===== config.mk =====
export PLATFORM = sky130hd
export DESIGN_NAME = pc_next_unit
export DESIGN_NICKNAME = d
export VERILOG_FILES = /design/src/rtl/pc_next_unit.sv
export SDC_FILE = /design/constraint.sdc
export NUM_CORES = 1
export LEC_CHECK = 0
export ABC_AREA = 1
export CORE_MARGIN = 1
export CORE_UTILIZATION = 35
export DETAILED_ROUTE_END_ITERATION = 10
export HOLD_SLACK_MARGIN = 0.05
export PLACE_DENSITY = 0.58
export SLEW_MARGIN = 0
export SYNTH_ARGS = -nofsm -noshare
export SYNTH_HDL_FRONTEND = slang
export SYNTH_SLANG_ARGS = --single-unit

===== constraint.sdc =====
create_clock -name clk -period 4.1 [get_ports clk]
set_clock_uncertainty 0.1 [all_clocks]
set_input_delay 0.41 -clock clk [delete_from_list [all_inputs] [get_ports clk]]
set_output_delay 0.41 -clock clk [all_outputs]
set_load 0.1 [all_outputs]

===== src/rtl/pc_next_unit.sv =====
// Program-counter register and next-PC generator for the MIPS fetch stage.
// Optional alignment fault trap is enabled by defining PC_ALIGN_CHECK_EN.
module pc_next_unit #(
    parameter int          ADDR_W     = 32,
    parameter int          TGT_W      = 26,
    parameter logic [31:0] RESET_PC   = 32'h0040_0000,
    parameter logic [31:0] EXC_VECTOR = 32'h8000_0180
) (
    input  logic              clk,
    input  logic              reset,
    input  logic              stall,
    input  logic              branch_taken,
    input  logic [15:0]       branch_imm,
    input  logic              jump,
    input  logic [TGT_W-1:0]  jump_target,
    input  logic              jump_reg,
    input  logic [ADDR_W-1:0] jr_addr,
    output logic [ADDR_W-1:0] pc,
    output logic [ADDR_W-1:0] pc_plus_4,
    output logic [ADDR_W-1:0] link_addr,
    output logic              redirect_pending,
    output logic              addr_err
);

    localparam int                RGN_W      = ADDR_W - TGT_W - 2;
    localparam logic [ADDR_W-1:0] L_RESET_PC = ADDR_W'(RESET_PC);

    typedef enum logic {
        ST_IDLE,
        ST_PEND
    } state_t;

    state_t              r_state;
    state_t              w_state_next;
    logic [ADDR_W-1:0]   r_pc;
    logic [ADDR_W-1:0]   w_pc_next;
    logic [ADDR_W-1:0]   r_buf;
    logic [ADDR_W-1:0]   w_buf_next;
    logic                r_addr_err;
    logic                w_addr_err_next;

    logic [ADDR_W-1:0]   w_pc_plus_4;
    logic [ADDR_W+17:0]  w_br_ext;
    logic [ADDR_W-1:0]   w_br_tgt;
    logic [ADDR_W-1:0]   w_j_tgt;
    logic                w_sel_valid;
    logic [ADDR_W-1:0]   w_sel_tgt;
    logic [ADDR_W-1:0]   w_raw_tgt;
    logic [ADDR_W-1:0]   w_load_pc;
    logic                w_misaligned;

    if (RGN_W < 0) begin : g_param_check
        $error("pc_next_unit: ADDR_W must be >= TGT_W+2");
    end

    assign w_pc_plus_4 = r_pc + ADDR_W'(4);
    assign w_br_ext    = {{ADDR_W{branch_imm[15]}}, branch_imm, 2'b00};
    assign w_br_tgt    = w_pc_plus_4 + w_br_ext[ADDR_W-1:0];

    // With no region bits the target field alone spans the address.
    if (RGN_W > 0) begin : g_jtgt_rgn
        assign w_j_tgt = {w_pc_plus_4[ADDR_W-1 -: RGN_W], jump_target, 2'b00};
    end else begin : g_jtgt_full
        assign w_j_tgt = {jump_target, 2'b00};
    end

    always_comb begin
        w_sel_valid = jump_reg | jump | branch_taken;
        if (jump_reg) begin
            w_sel_tgt = jr_addr;
        end else if (jump) begin
            w_sel_tgt = w_j_tgt;
        end else if (branch_taken) begin
            w_sel_tgt = w_br_tgt;
        end else begin
            w_sel_tgt = w_pc_plus_4;
        end
    end

    // A buffered redirect always wins over whatever is requested in that cycle.
    assign w_raw_tgt    = (r_state == ST_PEND) ? r_buf : w_sel_tgt;
    assign w_misaligned = (w_raw_tgt[1:0] != 2'b00);

`ifdef PC_ALIGN_CHECK_EN
    assign w_load_pc = w_misaligned ? ADDR_W'(EXC_VECTOR) : w_raw_tgt;
`else
    logic w_unused_bits;
    assign w_load_pc     = {w_raw_tgt[ADDR_W-1:2], 2'b00};
    assign w_unused_bits = ^{EXC_VECTOR, w_misaligned};
`endif

    always_comb begin
        w_state_next    = r_state;
        w_pc_next       = r_pc;
        w_buf_next      = r_buf;
        w_addr_err_next = 1'b0;
        if (!stall) begin
            w_pc_next       = w_load_pc;
            w_state_next    = ST_IDLE;
            w_addr_err_next = w_misaligned;
        end else if ((r_state == ST_IDLE) && w_sel_valid) begin
            w_buf_next   = w_sel_tgt;
            w_state_next = ST_PEND;
        end
    end

    always_ff @(posedge clk or posedge reset) begin
        if (reset) begin
            r_state    <= ST_IDLE;
            r_pc       <= L_RESET_PC;
            r_buf      <= '0;
            r_addr_err <= 1'b0;
        end else begin
            r_state    <= w_state_next;
            r_pc       <= w_pc_next;
            r_buf      <= w_buf_next;
            r_addr_err <= w_addr_err_next;
        end
    end

    assign pc               = r_pc;
    assign pc_plus_4        = w_pc_plus_4;
    assign link_addr        = r_pc + ADDR_W'(8);
    assign redirect_pending = (r_state == ST_PEND);

`ifdef PC_ALIGN_CHECK_EN
    assign addr_err = r_addr_err;
`else
    logic w_unused_err;
    assign addr_err     = 1'b0;
    assign w_unused_err = r_addr_err;
`endif

    logic w_unused_ext;
    assign w_unused_ext = ^w_br_ext[ADDR_W+17:ADDR_W];

endmodule

==> images/m2.png <==
Bar = 50 um.
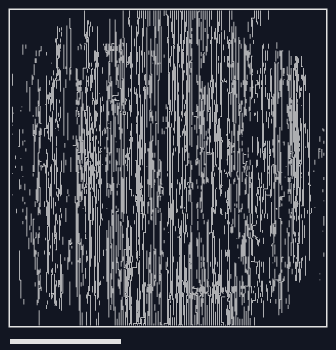
share of all routed wire: 46%
wire length on this layer: 12,500 um
nets with wire on the layer: 1,099
longest straight run: 75.1 um
main direction: vertical

==> images/floorplan.png <==
Pins as bars on the die edge. Tap cells in grey.
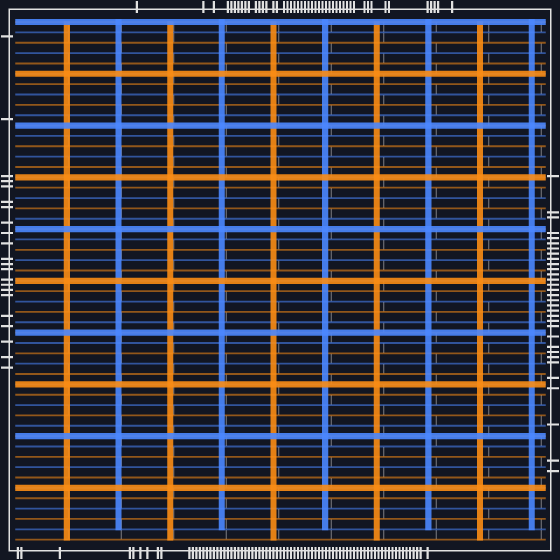
| net | colour |
|---|---|
| VDD | blue |
| VSS | orange |
signal pins: 178
tap cells: 260
rows: 50
met4 straps: 10

==> images/clock_wires.png <==
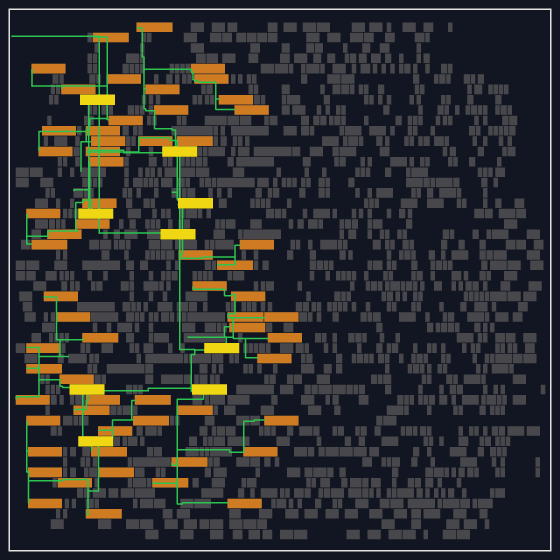
[clock-net drivers] yellow | count: 9
[flip-flops] orange | count: 61
[clock wires] green | length: 941 um
routed clock nets: 10

==> GITHUB_STEP_SUMMARY <==
### Yosys + OpenROAD results

| Metric | Value |
|---|---|
| Synth Area in Compound Gates | between 10% and 20% |
| Non-clk buf share | 17.9% |
| TritonCTS Sinks | 61 |
| Status | finished, final reports clean |
| XORs/XNORs by Area | between 5 and 6% |
| Peak supply drop | between 300 and 400 uV |
| Leakage power | ~0.0046 uW |
| Hold Path Sink | r_buf[2]$_DFFE_PP0P_ |
| Top Usage Layer GRT | met2 |
| Chip height | ~140 um |
| Clock transition at the registers of the reported paths | 50 ps |
| Avg Vias per Cell | between 4 and 5 |
| GRT overflow | 0 |
| Yosys stat area | around 7000 sq um |
| Antenna cells | 0 |
| Gr usage total | a little over a quarter |
| Clock buffer count from CTS | 9 |
| Design Area, Final | roughly 9300 sq um |
| Mux area share | 0% |
| Logic gate share of total power | ~62% |
| Class of the worst hold path | register to register |
| Initial DRT Pass Iterations | 5 |
| Stage-log warning count | 35 |
| Dominant class by area | logic gates |
| # port buffers | between 150 and 200 |
| Pwr top | combinational cells |
| Chip area | 20,100 sq um |
| Clock network fraction of total power | 19.1% |
| Commonest flop | dfrtp_1 |
| Int Pwr | 1960 uW |
| Worst setup margin | roughly 400 ps |
| Utilization after layout | 49.2% |
| Reg area | between 1500 and 2000 sq um |
| Number of placed instances, taps included | around 1.6k |
| Startpoint Class | register |
| Worst path bufs/invs | 3 |
| Comb group | about 2700 uW |
==> images/class_map.png <==
Bar = 50 um. Fill, decap, tap and diode cells in grey.
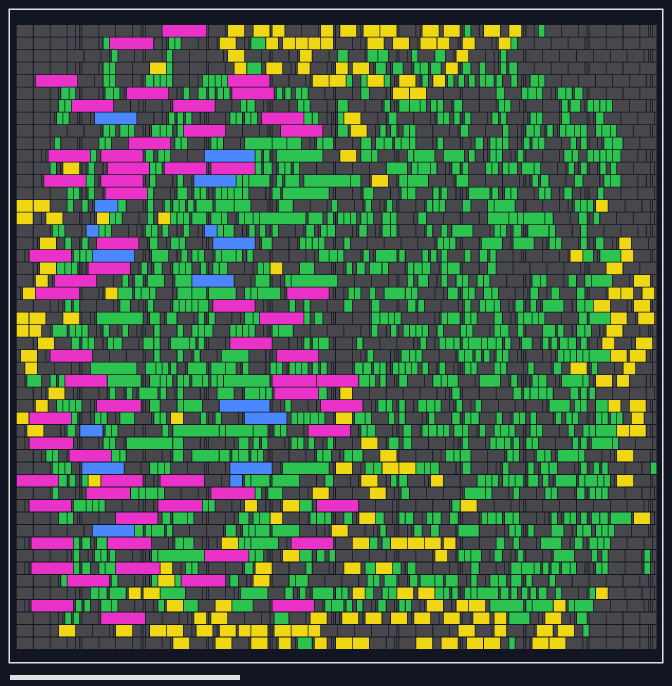
| class | colour | cells |
|---|---|---|
| remaining buffers and delay cells | yellow | 183 |
| registers | magenta | 61 |
| remaining logic cells | green | 1,050 |
| clock drivers and dummy loads | blue | 16 |

==> images/placed.png <==
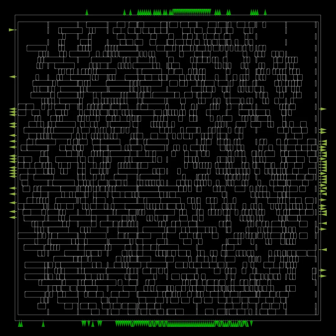
flop share of the area: 16.6%
flip-flops: 61
final std cells w/o fill: 1,570

-- worst max path at each step --
stage / start / endpoint / slack (ps) / cells after the start
after global placement: pc[2]$_DFFE_PP0N_ / pc[26]$_DFFE_PP0N_ / 410 / 22
final: pc[2]$_DFFE_PP0N_ / pc[25]$_DFFE_PP0N_ / 400 / 22
after global routing: pc[2]$_DFFE_PP0N_ / pc[26]$_DFFE_PP0N_ / 40 / 22
after floorplan: pc[4]$_DFFE_PP0N_ / pc[31]$_DFFE_PP0N_ / -120 / 25
after CTS: pc[4]$_DFFE_PP0N_ / pc[31]$_DFFE_PP0N_ / 400 / 22
after detailed placement: pc[4]$_DFFE_PP0N_ / pc[31]$_DFFE_PP0N_ / 420 / 22
-- timing repair --
item,4_1_cts,5_1_grt
setup endpoints to repair,0,1
hold buffers,0,0
resized,0,1
Power is estimated from default activity; no workload was simulated.
